File: src/rtl/eth_f_hw_avmm_pkg.sv
// ---------------------------------------------------------------------------
// eth_f_hw_avmm_pkg
//   Shared Avalon-MM definitions for the HSSI host CSR read path.
//   - avmm_resp_t : 2-bit Avalon-MM response code carried on host_response.
// ---------------------------------------------------------------------------
package eth_f_hw_avmm_pkg;

  typedef enum logic [1:0] {
    AVMM_RESP_OKAY   = 2'b00,
    AVMM_RESP_RSVD   = 2'b01,
    AVMM_RESP_SLVERR = 2'b10,
    AVMM_RESP_DECERR = 2'b11
  } avmm_resp_t;

  // Width of the outstanding-read counter (must hold 0..max_pending).
  function automatic int pend_cnt_width(input int max_pending);
    return $clog2(max_pending + 1);
  endfunction

endpackage : eth_f_hw_avmm_pkg

File: src/rtl/eth_f_hw_sat_counter.sv
// ---------------------------------------------------------------------------
// eth_f_hw_sat_counter
//   Saturating up-counter with synchronous clear (clear beats increment).
//   Ports:
//     clk    in   clock
//     arst_n in   async reset, active low
//     clr    in   synchronous clear
//     inc    in   increment request; ignored once count is all-ones
//     count  out  registered count value
// ---------------------------------------------------------------------------
module eth_f_hw_sat_counter #(
  parameter int WIDTH = 16
) (
  input  logic             clk,
  input  logic             arst_n,
  input  logic             clr,
  input  logic             inc,
  output logic [WIDTH-1:0] count
);

  localparam logic [WIDTH-1:0] CNT_MAX  = {WIDTH{1'b1}};
  localparam logic [WIDTH-1:0] CNT_ZERO = {WIDTH{1'b0}};
  localparam logic [WIDTH-1:0] CNT_ONE  = WIDTH'(1'b1);

  logic [WIDTH-1:0] count_d;
  logic [WIDTH-1:0] count_q;

  // Next count: clear first, then saturating increment.
  always_comb begin
    count_d = count_q;
    if (clr) begin
      count_d = CNT_ZERO;
    end else if (inc && (count_q != CNT_MAX)) begin
      count_d = count_q + CNT_ONE;
    end else begin
      count_d = count_q;
    end
  end

  // Count register.
  always_ff @(posedge clk or negedge arst_n) begin
    if (!arst_n) begin
      count_q <= CNT_ZERO;
    end else begin
      count_q <= count_d;
    end
  end

  assign count = count_q;

endmodule : eth_f_hw_sat_counter

File: src/rtl/eth_f_hw_avmm_read_combine_pipe.sv
// ---------------------------------------------------------------------------
// eth_f_hw_avmm_read_combine_pipe
//   Merges read responses from NUM_CLIENTS Avalon-MM clients onto one host
//   read port. Up to MAX_PENDING reads may be outstanding; they retire in
//   order, one per cycle at most. A read with no answer for TIMEOUT_CYCLES
//   is completed with TIMEOUT_DATA / DECODEERROR. Simultaneous answers are
//   OR-combined and flagged SLAVEERROR. Answers with nothing outstanding are
//   dropped and counted.
//   Ports:
//     clk, arst_n                 clock, async active-low reset
//     host_read                   read request (accepted when !host_waitrequest)
//     host_waitrequest            high while MAX_PENDING reads are outstanding
//     host_readdata/_response     response data and code
//     host_readdata_valid         one-cycle response strobe
//     client_readdata_valid/data  per-client response strobe and data
//     stat_clear                  synchronous clear of the statistics
//     stat_*_cnt                  saturating timeout/collision/stray counters
//   Latency: client strobe -> host_readdata_valid is 2 clocks.
// ---------------------------------------------------------------------------
module eth_f_hw_avmm_read_combine_pipe
  import eth_f_hw_avmm_pkg::*;
#(
  parameter int                   DAT_WIDTH      = 32,
  parameter int                   NUM_CLIENTS    = 2,
  parameter int                   MAX_PENDING    = 4,
  parameter int                   TIMEOUT_CYCLES = 128,
  parameter logic [DAT_WIDTH-1:0] TIMEOUT_DATA   = 32'h12345678,
  parameter int                   STAT_WIDTH     = 16
) (
  input  logic                             clk,
  input  logic                             arst_n,
  input  logic                             host_read,
  output logic                             host_waitrequest,
  output logic [DAT_WIDTH-1:0]             host_readdata,
  output logic [1:0]                       host_response,
  output logic                             host_readdata_valid,
  input  logic [NUM_CLIENTS-1:0]           client_readdata_valid,
  input  logic [NUM_CLIENTS*DAT_WIDTH-1:0] client_readdata,
  input  logic                             stat_clear,
  output logic [STAT_WIDTH-1:0]            stat_timeout_cnt,
  output logic [STAT_WIDTH-1:0]            stat_collision_cnt,
  output logic [STAT_WIDTH-1:0]            stat_stray_cnt
);

  localparam int PEND_W = pend_cnt_width(MAX_PENDING);
  localparam int TMR_W  = $clog2(TIMEOUT_CYCLES);

  localparam logic [PEND_W-1:0]      PEND_MAX  = PEND_W'(MAX_PENDING);
  localparam logic [PEND_W-1:0]      PEND_ONE  = PEND_W'(1'b1);
  localparam logic [PEND_W-1:0]      PEND_ZERO = {PEND_W{1'b0}};
  localparam logic [TMR_W-1:0]       TMR_LAST  = TMR_W'(TIMEOUT_CYCLES - 1);
  localparam logic [TMR_W-1:0]       TMR_ONE   = TMR_W'(1'b1);
  localparam logic [TMR_W-1:0]       TMR_ZERO  = {TMR_W{1'b0}};
  localparam logic [DAT_WIDTH-1:0]   DAT_ZERO  = {DAT_WIDTH{1'b0}};
  localparam logic [NUM_CLIENTS-1:0] VLD_ONE   = NUM_CLIENTS'(1'b1);
  localparam logic [NUM_CLIENTS-1:0] VLD_ZERO  = {NUM_CLIENTS{1'b0}};

  // Stage 1: registered client inputs.
  logic [NUM_CLIENTS-1:0]           valid_d, valid_q;
  logic [NUM_CLIENTS*DAT_WIDTH-1:0] data_d,  data_q;

  // Tracking state.
  logic [PEND_W-1:0] pending_d, pending_q;
  logic [TMR_W-1:0]  timer_d,   timer_q;
  logic              wait_d,    wait_q;

  // Stage 2: registered host outputs.
  logic                 host_valid_d, host_valid_q;
  logic [DAT_WIDTH-1:0] host_data_d,  host_data_q;
  avmm_resp_t           host_resp_d,  host_resp_q;

  // Decode of the registered responses.
  logic [DAT_WIDTH-1:0] comb_data;
  logic                 resp_any;
  logic                 resp_multi;
  logic                 has_pending;
  logic                 accept;
  logic                 retire_resp;
  logic                 retire_tmo;
  logic                 retire;
  logic                 stray;

  // Stage-1 next values are simply the client inputs.
  always_comb begin
    valid_d = client_readdata_valid;
    data_d  = client_readdata;
  end

  // OR together the data of every client strobing this cycle.
  always_comb begin
    comb_data = DAT_ZERO;
    for (int i = 0; i < NUM_CLIENTS; i++) begin
      if (valid_q[i]) begin
        comb_data = comb_data | data_q[i*DAT_WIDTH +: DAT_WIDTH];
      end else begin
        comb_data = comb_data;
      end
    end
  end

  // Retire/accept decisions. x & (x-1) is non-zero iff more than one bit is set.
  always_comb begin
    resp_any    = |valid_q;
    resp_multi  = |(valid_q & (valid_q - VLD_ONE));
    has_pending = (pending_q != PEND_ZERO);
    accept      = host_read & ~wait_q;
    retire_resp = resp_any & has_pending;
    // A response present at the threshold cycle takes precedence over the timeout.
    retire_tmo  = has_pending & ~resp_any & (timer_q == TMR_LAST);
    retire      = retire_resp | retire_tmo;
    stray       = resp_any & ~has_pending;
  end

  // Outstanding-read count, waitrequest and response timer.
  always_comb begin
    pending_d = pending_q;
    case ({accept, retire})
      2'b10:   pending_d = pending_q + PEND_ONE;
      2'b01:   pending_d = pending_q - PEND_ONE;
      default: pending_d = pending_q;
    endcase
    // Registered so it follows pending with no extra cycle of lag.
    wait_d = (pending_d == PEND_MAX);
    // Timer measures how long the oldest read has waited; it never passes TMR_LAST
    // because reaching TMR_LAST always forces a retire.
    if (!has_pending || retire) begin
      timer_d = TMR_ZERO;
    end else begin
      timer_d = timer_q + TMR_ONE;
    end
  end

  // Host response formation.
  always_comb begin
    host_valid_d = retire;
    host_data_d  = DAT_ZERO;
    host_resp_d  = AVMM_RESP_OKAY;
    if (retire_resp) begin
      host_data_d = comb_data;
      host_resp_d = resp_multi ? AVMM_RESP_SLVERR : AVMM_RESP_OKAY;
    end else if (retire_tmo) begin
      host_data_d = TIMEOUT_DATA;
      host_resp_d = AVMM_RESP_DECERR;
    end else begin
      host_data_d = DAT_ZERO;
      host_resp_d = AVMM_RESP_OKAY;
    end
  end

  // All pipeline and tracking registers.
  always_ff @(posedge clk or negedge arst_n) begin
    if (!arst_n) begin
      valid_q      <= VLD_ZERO;
      data_q       <= {(NUM_CLIENTS*DAT_WIDTH){1'b0}};
      pending_q    <= PEND_ZERO;
      timer_q      <= TMR_ZERO;
      wait_q       <= 1'b0;
      host_valid_q <= 1'b0;
      host_data_q  <= DAT_ZERO;
      host_resp_q  <= AVMM_RESP_OKAY;
    end else begin
      valid_q      <= valid_d;
      data_q       <= data_d;
      pending_q    <= pending_d;
      timer_q      <= timer_d;
      wait_q       <= wait_d;
      host_valid_q <= host_valid_d;
      host_data_q  <= host_data_d;
      host_resp_q  <= host_resp_d;
    end
  end

  assign host_waitrequest    = wait_q;
  assign host_readdata_valid = host_valid_q;
  assign host_readdata       = host_data_q;
  assign host_response       = host_resp_q;

  eth_f_hw_sat_counter #(.WIDTH(STAT_WIDTH)) u_timeout_cnt (
    .clk    (clk),
    .arst_n (arst_n),
    .clr    (stat_clear),
    .inc    (retire_tmo),
    .count  (stat_timeout_cnt)
  );

  // Collisions are counted whether or not a read was outstanding.
  eth_f_hw_sat_counter #(.WIDTH(STAT_WIDTH)) u_collision_cnt (
    .clk    (clk),
    .arst_n (arst_n),
    .clr    (stat_clear),
    .inc    (resp_multi),
    .count  (stat_collision_cnt)
  );

  eth_f_hw_sat_counter #(.WIDTH(STAT_WIDTH)) u_stray_cnt (
    .clk    (clk),
    .arst_n (arst_n),
    .clr    (stat_clear),
    .inc    (stray),
    .count  (stat_stray_cnt)
  );

endmodule : eth_f_hw_avmm_read_combine_pipe
File: config.mk
export PLATFORM = sky130hd
export DESIGN_NAME = eth_f_hw_avmm_read_combine_pipe
export DESIGN_NICKNAME = d
export VERILOG_FILES = /design/src/rtl/eth_f_hw_avmm_pkg.sv /design/src/rtl/eth_f_hw_sat_counter.sv /design/src/rtl/eth_f_hw_avmm_read_combine_pipe.sv
export SDC_FILE = /design/constraint.sdc
export NUM_CORES = 1
export LEC_CHECK = 0
export CORE_ASPECT_RATIO = 0.6
export CORE_MARGIN = 4
export CORE_UTILIZATION = 53
export CTS_BUF_LIST = sky130_fd_sc_hd__clkbuf_16
export DETAILED_ROUTE_END_ITERATION = 6
export GPL_TIMING_DRIVEN = 0
export PLACE_DENSITY = 0.85
export SYNTH_ARGS = -nofsm -noshare
export SYNTH_HDL_FRONTEND = slang
export SYNTH_HIERARCHICAL = 1
export SYNTH_SLANG_ARGS = --single-unit
export TNS_END_PERCENT = 30
File: constraint.sdc
create_clock -name clk -period 4.16 [get_ports clk]
set_clock_uncertainty 0.1 [all_clocks]
set_input_delay 0.624 -clock clk [delete_from_list [all_inputs] [get_ports clk]]
set_output_delay 0.624 -clock clk [all_outputs]
set_load 0.01 [all_outputs]
Figure 1. Clock wires, drivers and flops.
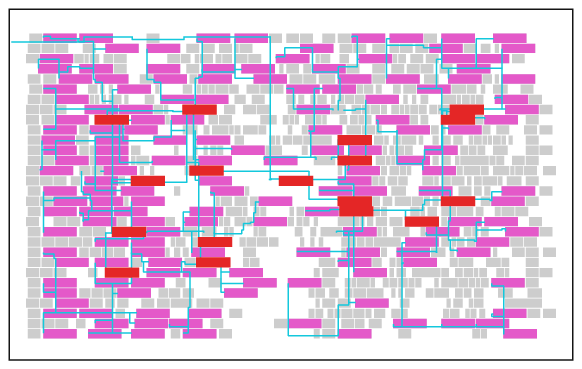
magenta -> flip-flops  # count 160
cyan -> clock wires  # length 1740 um
red -> cells driving clock nets  # count 17
routed clock nets = 18
flops lie = all over the die

Figure 2. Where the registers sit.
Other sequential cells in the stronger grey, the rest of the logic in the fainter grey.
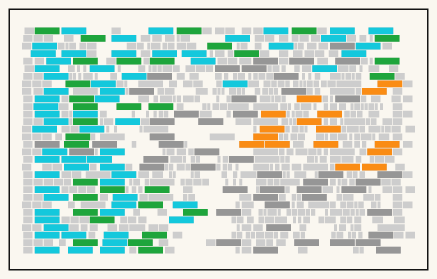
orange -> u_timeout_cnt/count  # flops 16, where middle right
cyan -> data_q  # flops 64
green -> host_readdata  # flops 32

Figure 3. PDN straps and rails.
Pins as bars on the die edge. Tap cells in grey.
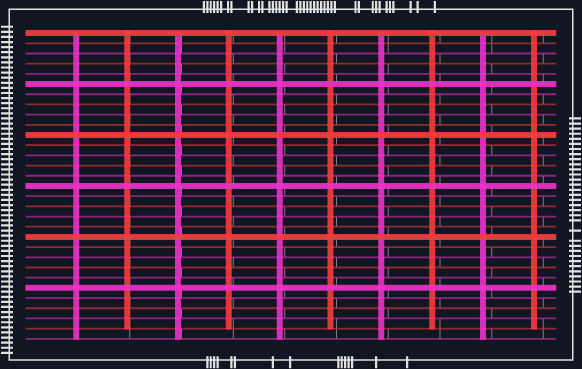
magenta -> VSS
red -> VDD
tap cells = 160
met1 rails = 31

Figure 4. Routing congestion.
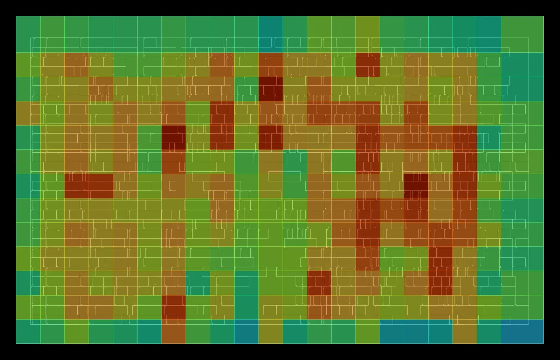
M3 GR Usage: 7.119%
met1 Use GR: 35.10%

==> layout make-up <==
type	instances	area (sq um)
Buffer	28	138.9
Multi-Input combinational cell	330	2218
Clock buffer	17	425.4
Tap cell	160	200.2
Fill cell	753	2798
Sequential cell	160	4004
Clock inverter	15	163.9
Inverter	14	52.55
Timing Repair Buffer	154	1560
==> per-layer routing <==
layer | vias up | routed length, um | track usage, % | share of wire, %
met1 | 2561 | 7494 | 35.10 | 45
li1 | 2311 | - | - | -
met2 | 261 | 7437 | 36.84 | 45
met3 | 12 | 1474 | 7.119 | 8.9
met4 | 0 | 125 | 6.088 | 0.76
met5 | - | 0 | 0 | 0
==> stage by stage <==
stage,setup WS [ns],cells
global route,0.8000,878
finish,0.9743,878
global placement,-3.706,845
floorplan,1.501,532
CTS,0.9872,878
detailed placement,0.9972,846
==> results.toml <==
# synthesis and place-and-route metrics
[routing]
wl_per_cell_um = 18.83
vias_per_cell = 5.860

[synthesis]
simple_gate_share_pct = 16.97
mux_share_pct = 2.263
top_cells_by_area = "dfrtp_1 62%, a22oi_1 3.7%, a21oi_1 3.1%"
aoi_share_pct = 13.38
yosys.area.top_type = "dfrtp_1"
ys_cells = 532
synth_warnings = 6

[pwr]
top_power_group = "registers"
vdd_drop_max_uv = 295.5
comb-power_uw = 659
pwr-share-seq_pct = 44.8
seq_cell_power_uw = 1760
finalPower_uw = 3941
p_switching_uw = 1127
clkPwrFrac_pct = 38.5

[global_routing]
antenna_found_initial = 0

[clock_tree]
clock_latency_ns = 0.42
cts-root-buf = "clkbuf_16"

[cells_and_area]
layout.cells.most_common = "dfrtp_1"
largest_reg_flops = 64

[status]
status = "finished clean"

[sta]
finalHoldWorstSlack_ns = 0.1235
slew_headroom_pct = 53.24

[critical_path]
path_class = "flip-flop to flip-flop"
path_delay_family = "simple AND/OR/NAND/NOR gates"
crit_end = "host_waitrequest$_DFF_PN0_"

[floorplanning]
core_sq_mm = 0.01156
Power figures rest on the tool's default switching activity, not on a simulated workload.
